===== config.mk =====
export PLATFORM = sky130hd
export DESIGN_NAME = mem_stage_flat
export DESIGN_NICKNAME = d
export VERILOG_FILES = /design/src/rtl/riscie_pkg.sv /design/src/rtl/mem_stage_if.sv /design/src/rtl/mem_align.sv /design/src/rtl/mem_stage.sv /design/src/flat_wrapper.sv
export SDC_FILE = /design/constraint.sdc
export NUM_CORES = 1
export LEC_CHECK = 0
export CAP_MARGIN = 0
export CORE_UTILIZATION = 40
export DETAILED_ROUTE_END_ITERATION = 6
export PLACE_DENSITY = 0.88
export SLEW_MARGIN = 25
export SYNTH_ARGS = -nofsm -noshare
export SYNTH_HDL_FRONTEND = slang
export SYNTH_SLANG_ARGS = --single-unit

===== constraint.sdc =====
create_clock -name clk -period 3.36 [get_ports clk]
set_input_delay 0.336 -clock clk [delete_from_list [all_inputs] [get_ports clk]]
set_output_delay 0.336 -clock clk [all_outputs]
set_load 0.05 [all_outputs]

===== src/rtl/riscie_pkg.sv =====
// Shared encodings for the riscie MEM stage: func3 access codes, control-bit
// positions and FSM states.
package riscie_pkg;

  localparam logic [2:0] F3_LB  = 3'b000;
  localparam logic [2:0] F3_LH  = 3'b001;
  localparam logic [2:0] F3_LW  = 3'b010;
  localparam logic [2:0] F3_LBU = 3'b100;
  localparam logic [2:0] F3_LHU = 3'b101;
  localparam logic [2:0] F3_SB  = 3'b000;
  localparam logic [2:0] F3_SH  = 3'b001;
  localparam logic [2:0] F3_SW  = 3'b010;

  localparam logic [1:0] SZ_BYTE = 2'b00;
  localparam logic [1:0] SZ_HALF = 2'b01;
  localparam logic [1:0] SZ_WORD = 2'b10;

  localparam int MC_BRANCH   = 2;
  localparam int MC_READ     = 1;
  localparam int MC_WRITE    = 0;
  localparam int WB_MEMTOREG = 1;
  localparam int WB_REGWRITE = 0;

  typedef enum logic {
    ST_IDLE = 1'b0,
    ST_WAIT = 1'b1
  } mem_state_t;

  function automatic logic is_misaligned(input logic [2:0] func3, input logic [1:0] addr_lo);
    return ((func3[1:0] == SZ_HALF) && addr_lo[0]) ||
           ((func3[1:0] == SZ_WORD) && (addr_lo != 2'b00));
  endfunction

endpackage


===== src/rtl/mem_stage_if.sv =====
// Data-memory req/ack port: one outstanding access, request held until ack.
interface mem_stage_if #(
  parameter int ADDR_W = 32
);
  logic              dmemReq;
  logic              dmemWe;
  logic [ADDR_W-1:0] dmemAddr;
  logic [31:0]       dmemWdata;
  logic [3:0]        dmemBe;
  logic              dmemAck;
  logic [31:0]       dmemRdata;

  modport master (
    output dmemReq, dmemWe, dmemAddr, dmemWdata, dmemBe,
    input  dmemAck, dmemRdata
  );

  modport slave (
    input  dmemReq, dmemWe, dmemAddr, dmemWdata, dmemBe,
    output dmemAck, dmemRdata
  );
endinterface


===== src/rtl/mem_align.sv =====
// Combinational byte-lane steering: store replication/byte enables and
// load extract with sign/zero extension.
module mem_align
  import riscie_pkg::*;
(
  input  logic [2:0]  func3,
  input  logic [1:0]  addr_lo,
  input  logic [31:0] store_data,
  input  logic [31:0] raw_rdata,
  output logic [31:0] lane_wdata,
  output logic [3:0]  store_be,
  output logic [31:0] load_data
);

  logic [7:0]  ld_byte;
  logic [15:0] ld_half;

  always_comb begin
    lane_wdata = store_data;
    store_be   = 4'b1111;
    case (func3[1:0])
      SZ_BYTE: begin
        lane_wdata = {4{store_data[7:0]}};
        store_be   = 4'b0001 << addr_lo;
      end
      SZ_HALF: begin
        lane_wdata = {2{store_data[15:0]}};
        store_be   = 4'b0011 << {addr_lo[1], 1'b0};
      end
      default: ;
    endcase
  end

  always_comb begin
    ld_byte = raw_rdata[7:0];
    case (addr_lo)
      2'd1:    ld_byte = raw_rdata[15:8];
      2'd2:    ld_byte = raw_rdata[23:16];
      2'd3:    ld_byte = raw_rdata[31:24];
      default: ;
    endcase
    ld_half   = addr_lo[1] ? raw_rdata[31:16] : raw_rdata[15:0];
    load_data = raw_rdata;
    case (func3)
      F3_LB:   load_data = {{24{ld_byte[7]}}, ld_byte};
      F3_LH:   load_data = {{16{ld_half[15]}}, ld_half};
      F3_LBU:  load_data = {24'h0, ld_byte};
      F3_LHU:  load_data = {16'h0, ld_half};
      default: ;
    endcase
  end

endmodule


===== src/rtl/mem_stage.sv =====
// riscie MEM stage: issues loads/stores on the req/ack port, stalls the
// pipeline while an access is outstanding and registers MEM/WB.
module mem_stage
  import riscie_pkg::*;
#(
  parameter int TIMEOUT = 16,
  parameter int ADDR_W  = 32
) (
  input  logic        clk,
  input  logic        rst,
  input  logic [31:0] exmemAlu,
  input  logic [31:0] exmemReg2,
  input  logic [4:0]  exmemRd,
  input  logic        exmemZero,
  input  logic [2:0]  exmemFunc3,
  input  logic [2:0]  exmemMemCtrl,
  input  logic [1:0]  exmemWbCtrl,
  mem_stage_if.master dmem,
  output logic        memStall,
  output logic        pcSrc,
  output logic [4:0]  memwbRd,
  output logic [1:0]  memwbWbCtrl,
  output logic [31:0] memwbAlu,
  output logic [31:0] memwbReadData,
  output logic        memFault
);

  localparam int               CNT_W    = (TIMEOUT > 1) ? $clog2(TIMEOUT) : 1;
  localparam logic [CNT_W-1:0] CNT_LAST = CNT_W'(TIMEOUT - 1);

  mem_state_t       state;
  logic [CNT_W-1:0] wait_cnt;
  logic             memop, is_load, misaligned, acked, timed_out;
  logic [31:0]      lane_wdata, load_data;
  logic [3:0]       store_be;

  mem_align u_align (
    .func3      (exmemFunc3),
    .addr_lo    (exmemAlu[1:0]),
    .store_data (exmemReg2),
    .raw_rdata  (dmem.dmemRdata),
    .lane_wdata (lane_wdata),
    .store_be   (store_be),
    .load_data  (load_data)
  );

  assign memop      = exmemMemCtrl[MC_READ] | exmemMemCtrl[MC_WRITE];
  assign is_load    = exmemMemCtrl[MC_READ];
  assign misaligned = memop && is_misaligned(exmemFunc3, exmemAlu[1:0]);

  // Request is killed while reset is held so an abandoned access never leaks out.
  assign dmem.dmemReq   = !rst && ((state == ST_IDLE && memop && !misaligned) || state == ST_WAIT);
  assign dmem.dmemWe    = memop && !is_load;
  assign dmem.dmemAddr  = {exmemAlu[ADDR_W-1:2], 2'b00};
  assign dmem.dmemWdata = lane_wdata;
  assign dmem.dmemBe    = is_load ? 4'b1111 : store_be;

  assign acked     = dmem.dmemReq && dmem.dmemAck;
  assign timed_out = (state == ST_WAIT) && !dmem.dmemAck && (wait_cnt == CNT_LAST);
  assign memStall  = dmem.dmemReq && !dmem.dmemAck && !timed_out;
  assign pcSrc     = exmemMemCtrl[MC_BRANCH] & exmemZero;

  always_ff @(posedge clk or posedge rst) begin
    if (rst) begin
      state         <= ST_IDLE;
      wait_cnt      <= '0;
      memFault      <= 1'b0;
      memwbRd       <= '0;
      memwbWbCtrl   <= 2'b00;
      memwbAlu      <= '0;
      memwbReadData <= '0;
    end else begin
      memwbRd     <= exmemRd;
      memwbAlu    <= exmemAlu;
      // Anything other than a finished access or a plain ALU op is a bubble.
      memwbWbCtrl <= (!memop || acked) ? exmemWbCtrl : 2'b00;
      if (acked)
        memwbReadData <= load_data;
      if ((state == ST_IDLE && misaligned) || timed_out)
        memFault <= 1'b1;
      case (state)
        ST_IDLE: begin
          if (dmem.dmemReq && !dmem.dmemAck) begin
            state    <= ST_WAIT;
            wait_cnt <= '0;
          end
        end
        ST_WAIT: begin
          if (dmem.dmemAck || timed_out)
            state <= ST_IDLE;
          else
            wait_cnt <= wait_cnt + 1'b1;
        end
      endcase
    end
  end

endmodule


===== src/flat_wrapper.sv =====
// flat-port wrapper written by rule: the top's interface ports become plain ports
module mem_stage_flat import riscie_pkg::*;
#(
  parameter int TIMEOUT = 16,
  parameter int ADDR_W  = 32
)
  (clk, rst, exmemAlu, exmemReg2, exmemRd, exmemZero, exmemFunc3, exmemMemCtrl, exmemWbCtrl, memStall, pcSrc, memwbRd, memwbWbCtrl, memwbAlu, memwbReadData, memFault, dmem_dmemReq, dmem_dmemWe, dmem_dmemAddr, dmem_dmemWdata, dmem_dmemBe, dmem_dmemAck, dmem_dmemRdata);
  mem_stage_if #(.ADDR_W(ADDR_W)) dmem_i ();
  input  logic clk;
  input  logic rst;
  input  logic [31:0] exmemAlu;
  input  logic [31:0] exmemReg2;
  input  logic [4:0] exmemRd;
  input  logic exmemZero;
  input  logic [2:0] exmemFunc3;
  input  logic [2:0] exmemMemCtrl;
  input  logic [1:0] exmemWbCtrl;
  output logic memStall;
  output logic pcSrc;
  output logic [4:0] memwbRd;
  output logic [1:0] memwbWbCtrl;
  output logic [31:0] memwbAlu;
  output logic [31:0] memwbReadData;
  output logic memFault;
  output wire logic [$bits(dmem_i.dmemReq)-1:0] dmem_dmemReq;
  output wire logic [$bits(dmem_i.dmemWe)-1:0] dmem_dmemWe;
  output wire logic [$bits(dmem_i.dmemAddr)-1:0] dmem_dmemAddr;
  output wire logic [$bits(dmem_i.dmemWdata)-1:0] dmem_dmemWdata;
  output wire logic [$bits(dmem_i.dmemBe)-1:0] dmem_dmemBe;
  input wire logic [$bits(dmem_i.dmemAck)-1:0] dmem_dmemAck;
  input wire logic [$bits(dmem_i.dmemRdata)-1:0] dmem_dmemRdata;
  assign dmem_dmemReq = dmem_i.dmemReq;
  assign dmem_dmemWe = dmem_i.dmemWe;
  assign dmem_dmemAddr = dmem_i.dmemAddr;
  assign dmem_dmemWdata = dmem_i.dmemWdata;
  assign dmem_dmemBe = dmem_i.dmemBe;
  assign dmem_i.dmemAck = dmem_dmemAck;
  assign dmem_i.dmemRdata = dmem_dmemRdata;
  mem_stage #(.TIMEOUT(TIMEOUT), .ADDR_W(ADDR_W)) u_core (.clk(clk), .rst(rst), .exmemAlu(exmemAlu), .exmemReg2(exmemReg2), .exmemRd(exmemRd), .exmemZero(exmemZero), .exmemFunc3(exmemFunc3), .exmemMemCtrl(exmemMemCtrl), .exmemWbCtrl(exmemWbCtrl), .dmem(dmem_i), .memStall(memStall), .pcSrc(pcSrc), .memwbRd(memwbRd), .memwbWbCtrl(memwbWbCtrl), .memwbAlu(memwbAlu), .memwbReadData(memwbReadData), .memFault(memFault));
endmodule

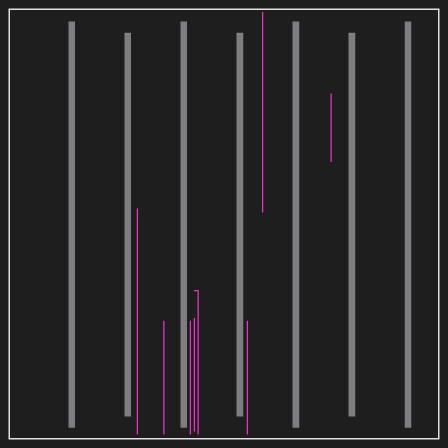
(M4 wires)
Supply wires on this layer in grey.
- share of all routed wire: 2.1%
- wire length on this layer: 263 um
- main direction: vertical
DR vias: 3689
Detailed Route WL: 12.4 mm

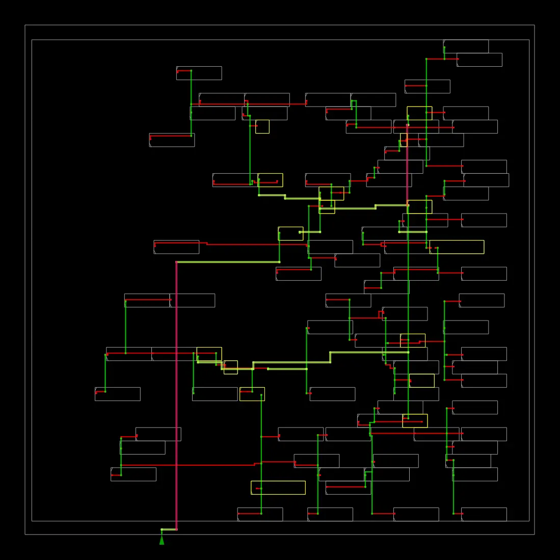
(clock nets)
cts bufs inserted: 9
registers: 77
Late-Pin Clk Latency: 0.35 ns
Clock Skews: 0.00883 ns

==> flow_metrics.env <==
# flow metrics
export IMPL_nets=707
export IMPL_p_leak_uw=0.00276
export IMPL_drv_cap=0
export IMPL_grtUsageTotal_pct=23.4
export IMPL_hold_buffers=0
export IMPL_min_from="exmemRd[3]"
export IMPL_seqCellArea_mm2=0.00193
export IMPL_crit_chain="clkdlybuf4s50_1 > a31oi_4 > buf_4 > and2_1 > nor3b_1 > buf_12"
export IMPL_edf_count=0
export IMPL_syn_area_per_cell_um2=10.8
export IMPL_synthXorXnorAreaFrac_pct=0.606
export IMPL_final_instance_count_excl_fill=731
export IMPL_synth_seq_share_pct=46.6
export IMPL_mi_logic_area_mm2=0.00175
export IMPL_place_gp_congestion=0.886
export IMPL_fp_coreArea_mm2=0.00991
export IMPL_utilization_pct=67.4
export IMPL_synth_main_ff_cell="dfrtp_1"
export IMPL_final_max_slew_viol_count=0
export IMPL_min_to="u_core.memwbRd[3]"
export IMPL_crit_path_end="memStall"
export IMPL_syn_area_mm2=0.00413
export IMPL_relSlewSlack_pct=51.0
export IMPL_startpoint="exmemAlu[0]"
export IMPL_pre_cts_ws_ns=0.625
export IMPL_grt_antenna_before_repair=0
export IMPL_final_cell_mix="clkdlybuf4s50_1 (231), dfrtp_1 (77), nand2_1 (43), mux2_2 (29), a21oi_1 (28)"
export IMPL_critPathLaunchType="input pin"
export IMPL_max_stage_delay_ns=0.74
export IMPL_top_cells_by_area="dfrtp_1 (47%), mux2_2 (7.9%), buf_4 (7.4%)"
export IMPL_rows=36
export IMPL_warnings=26
export IMPL_ys_ff=77
export IMPL_dieArea_mm2=0.0107
export IMPL_slowest_stage="clkdlybuf4s50_1"
export IMPL_rsz0062_at_grt="no"
export IMPL_drc=0
export IMPL_common_cells="dfrtp_1 (77), nand2_1 (43), buf_4 (41)"
export IMPL_overflow=0
export IMPL_status="finished clean"
export IMPL_cp_top_family="buffers and inverters"
export IMPL_grt_use_met1_pct=25.5
export IMPL_timing_setup_tns_ns=0
export IMPL_worstSetupPathType="in -> out"
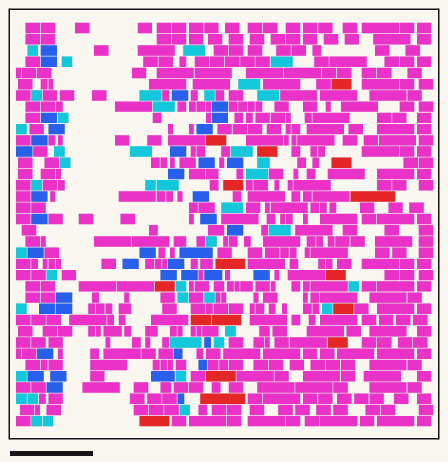
(cell sizes after repair)
The bar under the picture is 20 um long.
- cyan: _3 and _4 cells (cells 42; share 7.0%; most used buf_4)
- magenta: _0 and _1 cells (cells 500; share 84%; most used clkdlybuf4s50_1)
- red: _6 and larger (cells 16; share 2.7%; most used clkbuf_8)
- blue: _2 cells (cells 40; share 6.7%; most used mux2_2)
Non-Clock Buffer Count: 262
Final WS setup: 0.660 ns
Final Cell Area: 0.00668 mm^2
Layout area overhead: 61.7%

## final cells by class
class                           instances  area share, %
Clock inverter                          5           1.25
Clock buffer                           11           2.12
Sequential cell                        77           28.8
Multi-Input combinational cell        238           26.2
Timing Repair Buffer                  262           38.8
Inverter                                5          0.300
Tap cell                              133           2.49
## flip-flops by register name, indices dropped and copies added, names as in the netlist
signal / flops
u_core.memwbWbCtrl: 2
u_core.memwbReadData: 32
u_core.memwbRd: 5
u_core.state: 1
u_core.memwbAlu: 32
u_core.memFault: 1
u_core.wait_cnt: 4
## per-layer routing
metal,vias up,part of all wire [%]
met5,-,0
met4,0,2.1
met3,16,7.4
met2,219,53
met1,1725,37
li1,1729,-
## power by group
group          internal [uW]  switching [uW]  total [uW]
combinational            596             970        1570
clock                    440             349         789
sequential              1070            88.5        1160
Power is estimated from default activity; no workload was simulated.
